gates.png
The bar under the picture is 20 um long.
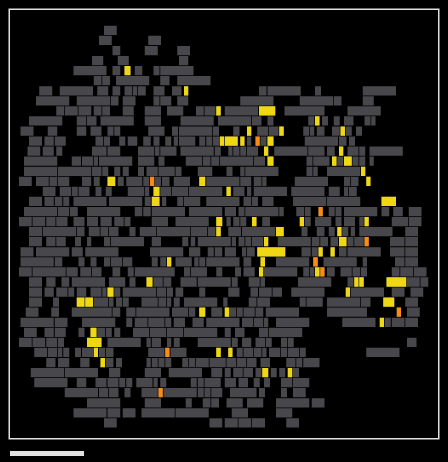
m4.png
The bar under the picture is 20 um long.
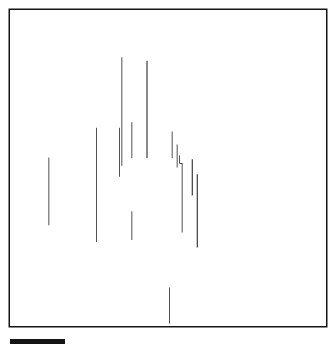
[config.mk]
export PLATFORM = sky130hd
export DESIGN_NAME = ucaspian_step_sched_flat
export DESIGN_NICKNAME = d
export VERILOG_FILES = /design/src/rtl/ucaspian_pkg.sv /design/src/rtl/ucaspian_step_sched_if.sv /design/src/rtl/ucaspian_sat_acc.sv /design/src/rtl/ucaspian_step_sched.sv /design/src/flat_wrapper.sv
export SDC_FILE = /design/constraint.sdc
export NUM_CORES = 1
export LEC_CHECK = 0
export CORE_MARGIN = 2
export CORE_UTILIZATION = 45
export DETAILED_ROUTE_END_ITERATION = 12
export PLACE_DENSITY = 0.77
export SLEW_MARGIN = 30
export SYNTH_ARGS = -nofsm -noshare
export SYNTH_HDL_FRONTEND = slang
export SYNTH_SLANG_ARGS = --single-unit
export TNS_END_PERCENT = 100
[constraint.sdc]
create_clock -name clk -period 8.8 [get_ports clk]
set_input_delay 1.76 -clock clk [delete_from_list [all_inputs] [get_ports clk]]
set_output_delay 1.76 -clock clk [all_outputs]
set_load 0.01 [all_outputs]
[src/rtl/ucaspian_pkg.sv]
// rtl/ucaspian_pkg.sv - shared types and constants for the uCaspian step scheduler
// Purpose: FSM state type and default widths used by the scheduler, its
// accumulator and its bus interface.
package ucaspian_pkg;

  localparam int TIME_W_DEFAULT = 32;
  localparam int CNT_W          = 8;

  typedef enum logic [1:0] {
    IDLE    = 2'd0,
    SETTLE  = 2'd1,
    STEP    = 2'd2,
    HOLDOFF = 2'd3
  } step_state_t;

endpackage

[src/rtl/ucaspian_step_sched_if.sv]
// rtl/ucaspian_step_sched_if.sv - target and time-report handshake bundle
// Purpose: groups the decoder-facing target handshake and the host-facing
// time report.
// Signals:
//   target_value/target_vld/target_rdy : run-length request handshake
//   time_current/time_remaining        : completed steps, target not yet reached
//   time_update/time_sent              : pending-report handshake to host
// Modports: master = decoder/host side, slave = scheduler side.
interface ucaspian_step_sched_if
  import ucaspian_pkg::*;
#(
  parameter int TIME_W = TIME_W_DEFAULT
);

  logic [7:0]        target_value;
  logic              target_vld;
  logic              target_rdy;
  logic [TIME_W-1:0] time_current;
  logic              time_remaining;
  logic              time_update;
  logic              time_sent;

  modport master (
    output target_value, target_vld, time_sent,
    input  target_rdy, time_current, time_remaining, time_update
  );

  modport slave (
    input  target_value, target_vld, time_sent,
    output target_rdy, time_current, time_remaining, time_update
  );

endinterface

[src/rtl/ucaspian_sat_acc.sv]
// rtl/ucaspian_sat_acc.sv - saturating accumulator with 8-bit increment
// Purpose: W-bit register that adds an 8-bit value on add_en_i, clamping at
// all-ones instead of wrapping. clr_i has priority over add_en_i.
// Ports:
//   clk, rst_n      : clock, asynchronous active-low reset
//   clr_i           : synchronous clear to zero
//   add_en_i        : add add_val_i this cycle
//   add_val_i [7:0] : increment
//   value_o   [W]   : registered value
//   next_o    [W]   : value after the current edge (for registered compares)
module ucaspian_sat_acc #(
  parameter int W = 32
) (
  input  logic         clk,
  input  logic         rst_n,
  input  logic         clr_i,
  input  logic         add_en_i,
  input  logic [7:0]   add_val_i,
  output logic [W-1:0] value_o,
  output logic [W-1:0] next_o
);

  logic [W-1:0] acc_q, acc_d;
  logic [W:0]   sum;

  always_comb begin
    sum   = {1'b0, acc_q} + {{(W-7){1'b0}}, add_val_i};
    acc_d = acc_q;
    if (clr_i) begin
      acc_d = '0;
    end else if (add_en_i) begin
      acc_d = sum[W] ? '1 : sum[W-1:0];
    end
  end

  always_ff @(posedge clk or negedge rst_n) begin
    if (!rst_n) begin
      acc_q <= '0;
    end else begin
      acc_q <= acc_d;
    end
  end

  assign value_o = acc_q;
  assign next_o  = acc_d;

endmodule

[src/rtl/ucaspian_step_sched.sv]
// rtl/ucaspian_step_sched.sv - network time-step scheduler for the uCaspian core
// Purpose: accumulates a target time from run-length requests and fires one
// next_step pulse per time step once every pipeline stage has been idle for
// SETTLE_CYC cycles, the host has acknowledged the previous step and time is
// still below target.
// Ports:
//   clk, reset_n              : clock, asynchronous active-low reset
//   clear_act, clear_config   : synchronous clear of all run state
//   stage_done [STAGES]       : per-stage idle flags
//   bus (slave)               : target handshake and time report to host
//   next_step                 : one-cycle step pulse to all stages
//   core_active               : run in progress or stages busy
module ucaspian_step_sched
  import ucaspian_pkg::*;
#(
  parameter int STAGES      = 6,
  parameter int TIME_W      = TIME_W_DEFAULT,
  parameter int SETTLE_CYC  = 2,
  parameter int HOLDOFF_CYC = 2
) (
  input  logic                 clk,
  input  logic                 reset_n,
  input  logic                 clear_act,
  input  logic                 clear_config,
  input  logic [STAGES-1:0]    stage_done,
  ucaspian_step_sched_if.slave bus,
  output logic                 next_step,
  output logic                 core_active
);

  logic              clr;
  logic              all_done;
  logic              tgt_rdy;
  logic              tgt_hs;
  logic              go;

  step_state_t       state_q, state_d;
  logic [CNT_W-1:0]  settle_cnt_q, settle_cnt_d;
  logic [CNT_W-1:0]  hold_cnt_q, hold_cnt_d;
  logic              next_step_q, next_step_d;
  logic              time_update_q, time_update_d;
  logic              time_remaining_q, time_remaining_d;
  logic [TIME_W-1:0] target_q, target_d;
  logic [TIME_W-1:0] time_cur_q, time_cur_d;

  assign clr      = clear_act | clear_config;
  assign all_done = &stage_done;
  // reset_n gates the ready so the decoder sees no acceptance while in reset
  assign tgt_rdy  = reset_n & ~clr;
  assign tgt_hs   = bus.target_vld & tgt_rdy;
  // step condition; time_update blocks until the host has taken the last step
  assign go       = time_remaining_q & all_done & ~time_update_q;

  ucaspian_sat_acc #(.W(TIME_W)) u_target (
    .clk       (clk),
    .rst_n     (reset_n),
    .clr_i     (clr),
    .add_en_i  (tgt_hs),
    .add_val_i (bus.target_value),
    .value_o   (target_q),
    .next_o    (target_d)
  );

  // time_current never exceeds target, so the clamp never engages here
  ucaspian_sat_acc #(.W(TIME_W)) u_time (
    .clk       (clk),
    .rst_n     (reset_n),
    .clr_i     (clr),
    .add_en_i  (state_q == STEP),
    .add_val_i (8'd1),
    .value_o   (time_cur_q),
    .next_o    (time_cur_d)
  );

  always_comb begin
    state_d      = state_q;
    settle_cnt_d = settle_cnt_q;
    hold_cnt_d   = hold_cnt_q;
    case (state_q)
      IDLE: begin
        settle_cnt_d = '0;
        // the first qualifying cycle already counts toward the settle window
        if (go) begin
          if (SETTLE_CYC <= 1) begin
            state_d = STEP;
          end else begin
            state_d      = SETTLE;
            settle_cnt_d = CNT_W'(1);
          end
        end
      end
      SETTLE: begin
        if (!go) begin
          state_d      = IDLE;
          settle_cnt_d = '0;
        end else if (settle_cnt_q == CNT_W'(SETTLE_CYC - 1)) begin
          state_d      = STEP;
          settle_cnt_d = '0;
        end else begin
          settle_cnt_d = settle_cnt_q + CNT_W'(1);
        end
      end
      STEP: begin
        state_d    = HOLDOFF;
        hold_cnt_d = '0;
      end
      HOLDOFF: begin
        // stages still show stale done flags right after the step; ignore them
        if (hold_cnt_q == CNT_W'(HOLDOFF_CYC - 1)) begin
          state_d    = IDLE;
          hold_cnt_d = '0;
        end else begin
          hold_cnt_d = hold_cnt_q + CNT_W'(1);
        end
      end
      default: state_d = IDLE;
    endcase
    if (clr) begin
      state_d      = IDLE;
      settle_cnt_d = '0;
      hold_cnt_d   = '0;
    end
  end

  always_comb begin
    next_step_d      = (state_d == STEP);
    time_remaining_d = (target_d > time_cur_d);
    time_update_d    = time_update_q;
    if (clr) begin
      time_update_d = 1'b0;
    end else if (state_q == STEP) begin
      time_update_d = 1'b1;
    end else if (bus.time_sent) begin
      time_update_d = 1'b0;
    end
  end

  always_ff @(posedge clk or negedge reset_n) begin
    if (!reset_n) begin
      state_q          <= IDLE;
      settle_cnt_q     <= '0;
      hold_cnt_q       <= '0;
      next_step_q      <= 1'b0;
      time_update_q    <= 1'b0;
      time_remaining_q <= 1'b0;
    end else begin
      state_q          <= state_d;
      settle_cnt_q     <= settle_cnt_d;
      hold_cnt_q       <= hold_cnt_d;
      next_step_q      <= next_step_d;
      time_update_q    <= time_update_d;
      time_remaining_q <= time_remaining_d;
    end
  end

  assign bus.target_rdy     = tgt_rdy;
  assign bus.time_current   = time_cur_q;
  assign bus.time_remaining = time_remaining_q;
  assign bus.time_update    = time_update_q;
  assign next_step          = next_step_q;
  assign core_active        = reset_n & ~clr &
                              (time_remaining_q | ~all_done | (state_q != IDLE));

endmodule
[src/flat_wrapper.sv]
// flat-port wrapper written by rule: the top's interface ports become plain ports
module ucaspian_step_sched_flat import ucaspian_pkg::*;
#(
  parameter int STAGES      = 6,
  parameter int TIME_W      = TIME_W_DEFAULT,
  parameter int SETTLE_CYC  = 2,
  parameter int HOLDOFF_CYC = 2
)
  (clk, reset_n, clear_act, clear_config, stage_done, next_step, core_active, bus_target_value, bus_target_vld, bus_time_sent, bus_target_rdy, bus_time_current, bus_time_remaining, bus_time_update);
  ucaspian_step_sched_if #(.TIME_W(TIME_W)) bus_i ();
  input  logic clk;
  input  logic reset_n;
  input  logic clear_act;
  input  logic clear_config;
  input  logic [STAGES-1:0] stage_done;
  output logic next_step;
  output logic core_active;
  input wire logic [$bits(bus_i.target_value)-1:0] bus_target_value;
  input wire logic [$bits(bus_i.target_vld)-1:0] bus_target_vld;
  input wire logic [$bits(bus_i.time_sent)-1:0] bus_time_sent;
  output wire logic [$bits(bus_i.target_rdy)-1:0] bus_target_rdy;
  output wire logic [$bits(bus_i.time_current)-1:0] bus_time_current;
  output wire logic [$bits(bus_i.time_remaining)-1:0] bus_time_remaining;
  output wire logic [$bits(bus_i.time_update)-1:0] bus_time_update;
  assign bus_i.target_value = bus_target_value;
  assign bus_i.target_vld = bus_target_vld;
  assign bus_i.time_sent = bus_time_sent;
  assign bus_target_rdy = bus_i.target_rdy;
  assign bus_time_current = bus_i.time_current;
  assign bus_time_remaining = bus_i.time_remaining;
  assign bus_time_update = bus_i.time_update;
  ucaspian_step_sched #(.STAGES(STAGES), .TIME_W(TIME_W), .SETTLE_CYC(SETTLE_CYC), .HOLDOFF_CYC(HOLDOFF_CYC)) u_core (.clk(clk), .reset_n(reset_n), .clear_act(clear_act), .clear_config(clear_config), .stage_done(stage_done), .bus(bus_i), .next_step(next_step), .core_active(core_active));
endmodule
==> job_summary.md <==
## PnR job results

| Metric | Value |
|---|---|
| Status | finished, final reports clean |
| Rel. slew slack | 43.2% |
| HP Class | register to register |
| Area reported by Yosys stat | 0.00561 mm2 |
| DP Wirelength | 9770 um |
| Share of the synthesized area in the top cell type | 37.9% |
| Share of cells above drive strength 1 | 6.06% |
| Post-layout min period | 5490 ps |
| CP Launch Type | input port |
| Top cells by count | dfrtp_1, o21ai_0, ha_1 |
| CTS tree | done |
| Worst EP arrival | 3730 ps |
| Dominant synthesized flop cell | dfrtp_1 |
| Top cells by area | dfrtp_1, ha_1, o21ai_0 |
| Syn nets | 680 |
| Vias in the first global route | between 4k and 5k |
| Synthesis Warnings | 0 |
| CP max stage cell | clkdlybuf4s50_1 |
| Diode count | 0 |
| Initial antenna violation count | 0 |
| Cell taking the most area after synthesis | dfrtp_1 |
| Root buf cell | clkbuf_16 |
| Mux frac, synth | 0.357% |
| Comb area leader | simple AND/OR/NAND/NOR gates |
| Family with the most delay on the worst path | buffers and inverters |
| Pleak | 2.77 nW |
| Worst hold slack | 533 ps |
| Drt first pass iters | 5 |
| Final Cycle Share | 62.4% |
| Hold-fix buffers, CTS | 0 |
| Crit-path cells | clkdlybuf4s50_1 -> nor2_4 -> buf_4 -> and2_1 -> o41a_1 -> clkdlybuf4s50_1 |
| DIE WIDTH | 116 um |
| Crit-path max FO | approximately 65 |
| Critical path type | input port to output port |
| Area grow syn2layout | 18.3% |
| Hold Fails Final Rpt | 0 |
| Total Power | 0.918 mW |
| Chip Area | 0.0134 mm2 |
| Core Box Area | 0.0121 mm2 |
| Buffers & Inverters on Critical Path | 3 |
| Most numerous cell in the Yosys netlist | dfrtp_1 |
| Register area share after synthesis | 37.9% |
| Worst setup EP type | output port |
| Global-route wire length before repair | 23500 um |
| Late-Pin Clk Latency | around 340 ps |
| Pwr Density | 138 mW/mm2 |
| Worst-margin pin slew | between 800 and 900 ps |
| Post-cts sizing count | 0 |
| Synth async-reset ratio | 100% |
| # IOs | 57 |
| Vias per inst | slightly below 6 |
| DRC | 0 |
| CTS clk-pin slew, worst paths | 60 ps |
| AO/OA Area Share | 20.2% |
| CTS Buffer Depth | 2 |
| Syn Inst Count | 614 |
| Yosys Instances | 614 |
| Routed len/inst | 16.6 um |
| Max-cap viol count | 0 |
| Setup_tns | 0 ps |
| Final setup vio count | 0 |
| Fmax | 182 MHz |
| Worst path max stage delay | 530 ps |
| Detailed router's first-iteration violation count | 302 |
| NumNets Final | 721 |
| H-tree Lvls | 3 |
| XOR/XNOR share of the synthesized area | around 7.3% |
| Fa+ha+maj area frac | 10.4% |
| Grt total ovfl | 0 |
| EDFF count, synth | 0 |
| Die height | 116 um |
| Final Max Slew Viols | 0 |
| Synth cell types | 62 |
| GRT Total Usage | 21.8% |
| Req. time, crit path | 7040 ps |
| Fp util | 46.3% |
| Number of post-CTS setup repair buffers | 0 |
| Clock skew | 8.94 ps |
| RSZ-0062 raised after global routing | false |
| CTS buffer count | 9 |
| Final core occ | 54.8% |
| PortBufs | 56 |
| Tool warning count | 28 |
| Largest net degree at the start of global routing | 86 |
| Final GP Congestion | 0.855 |
| Synth Area in Simple Gates | slightly above 20% |
| ANT nets after route | 0 |
| Row count | 40 |
| CP dominant cell by count | clkdlybuf4s50_1 |
Back to the opening pictures, gates.png:
[yellow] nor cells | cells: 61 | most used: nor2_1
[orange] inv cells | cells: 9 | most used: inv_1
logic share of the area: 50.0%
final cell count without fillers: 828
Top cell excl fill/tap: dfrtp_1

Back to the opening pictures, m4.png:
main direction: vertical
wire length on this layer: 280 um
longest straight run: 41.5 um
Post-Route WL: 13800 um
Via Count: 4895

[worst reg2reg max path, cell delays in order, from the launching register on]
cell and delay, ps:
dfrtp_1 480, nor2b_2 480, nand3_1 200, nor2_1 680
nand3_1 210, xnor2_1 260, o21ai_0 150, ha_1 370
nand4_1 140, or4_1 570, o211ai_1 180, a21oi_1 80
a21oi_1 120
[report_power, final]
group          internal (mW)  switching, mW  leakage [nW]
Combinational         0.0233         0.0330          1.42
Clock                  0.306          0.160         0.169
Sequential             0.393        0.00240          1.18
Total                  0.723          0.195          2.77
[kinds of logic after synthesis]
| group | count (synthesis) |
|---|---|
| AOI/OAI and AO/OA | 186 |
| adders and majority gates | 46 |
| buffers and inverters | 38 |
| muxes | 2 |
| and+or+nand+nor | 210 |
| xor gates and xnor gates | 47 |
| DFF | 85 |
[metrics by stage]
step                      setup WS, ps  instances  instance area, um2
final                             3310        828                6640
after global routing              3070        828                6640
after CTS                         3290        828                6640
after detailed placement          3140        812                6280
after global placement            3220        812                6270
after floorplan                   3870        614                5610
[flip-flops by register name, indices dropped and copies added, names as in the netlist]
register and flops:
u_core.u_time.value_o 32, u_core.hold_cnt_q 8, u_core.bus.time_update 1, u_core.bus.time_remaining 1
u_core.settle_cnt_q 8, u_core.next_step 1, u_core.state_q 2, u_core.u_target.value_o 32
[per-layer routing]
metal | GRT usage, % | wire, um | vias up
met5 | 0 | 0 | -
met4 | 6.67 | 280 | 0
met3 | 4.24 | 691 | 28
met2 | 35.1 | 6460 | 138
met1 | 30.0 | 6320 | 2382
li1 | - | - | 2347
[cell type report]
type                    count  area (um2)
clock inverters             6         135
repair buffers             59         584
multi-input cells         491        3320
inverters                   9        33.8
well taps                 168         210
fillers                  1129        5470
clock buffers              10         229
flip-flops and latches     85        2130
[worst paths after layout]
kind                                             start                        end  slack [ps]  cells past startpoint
worst max-delay path                      clear_config                core_active        3310                      6
worst min-delay path            u_core.settle_cnt_q[3]     u_core.settle_cnt_q[3]         530                      1
worst max register to register       u_core.state_q[0]  u_core.bus.time_remaining        4800                     12
worst min register to register  u_core.settle_cnt_q[3]     u_core.settle_cnt_q[3]         530                      1
max in group asynchronous                      reset_n   u_core.u_time.value_o[7]        6670                      2
min in group asynchronous                      reset_n           u_core.next_step        1580                      2
[placed cells by master (no fill, tap or decap), types with 8 or more instances in the layout]
cell,instances
a21oi_1,42
a31oi_1,10
and2_1,8
and3_1,20
clkbuf_16,9
clkdlybuf4s50_1,55
dfrtp_1,85
ha_1,45
inv_1,9
nand2_1,38
nand3_1,35
nand4_1,20
nor2_1,36
nor3_1,11
o21a_1,29
o21ai_0,67
xnor2_1,28
xor2_1,19
Power is estimated from default activity; no workload was simulated.
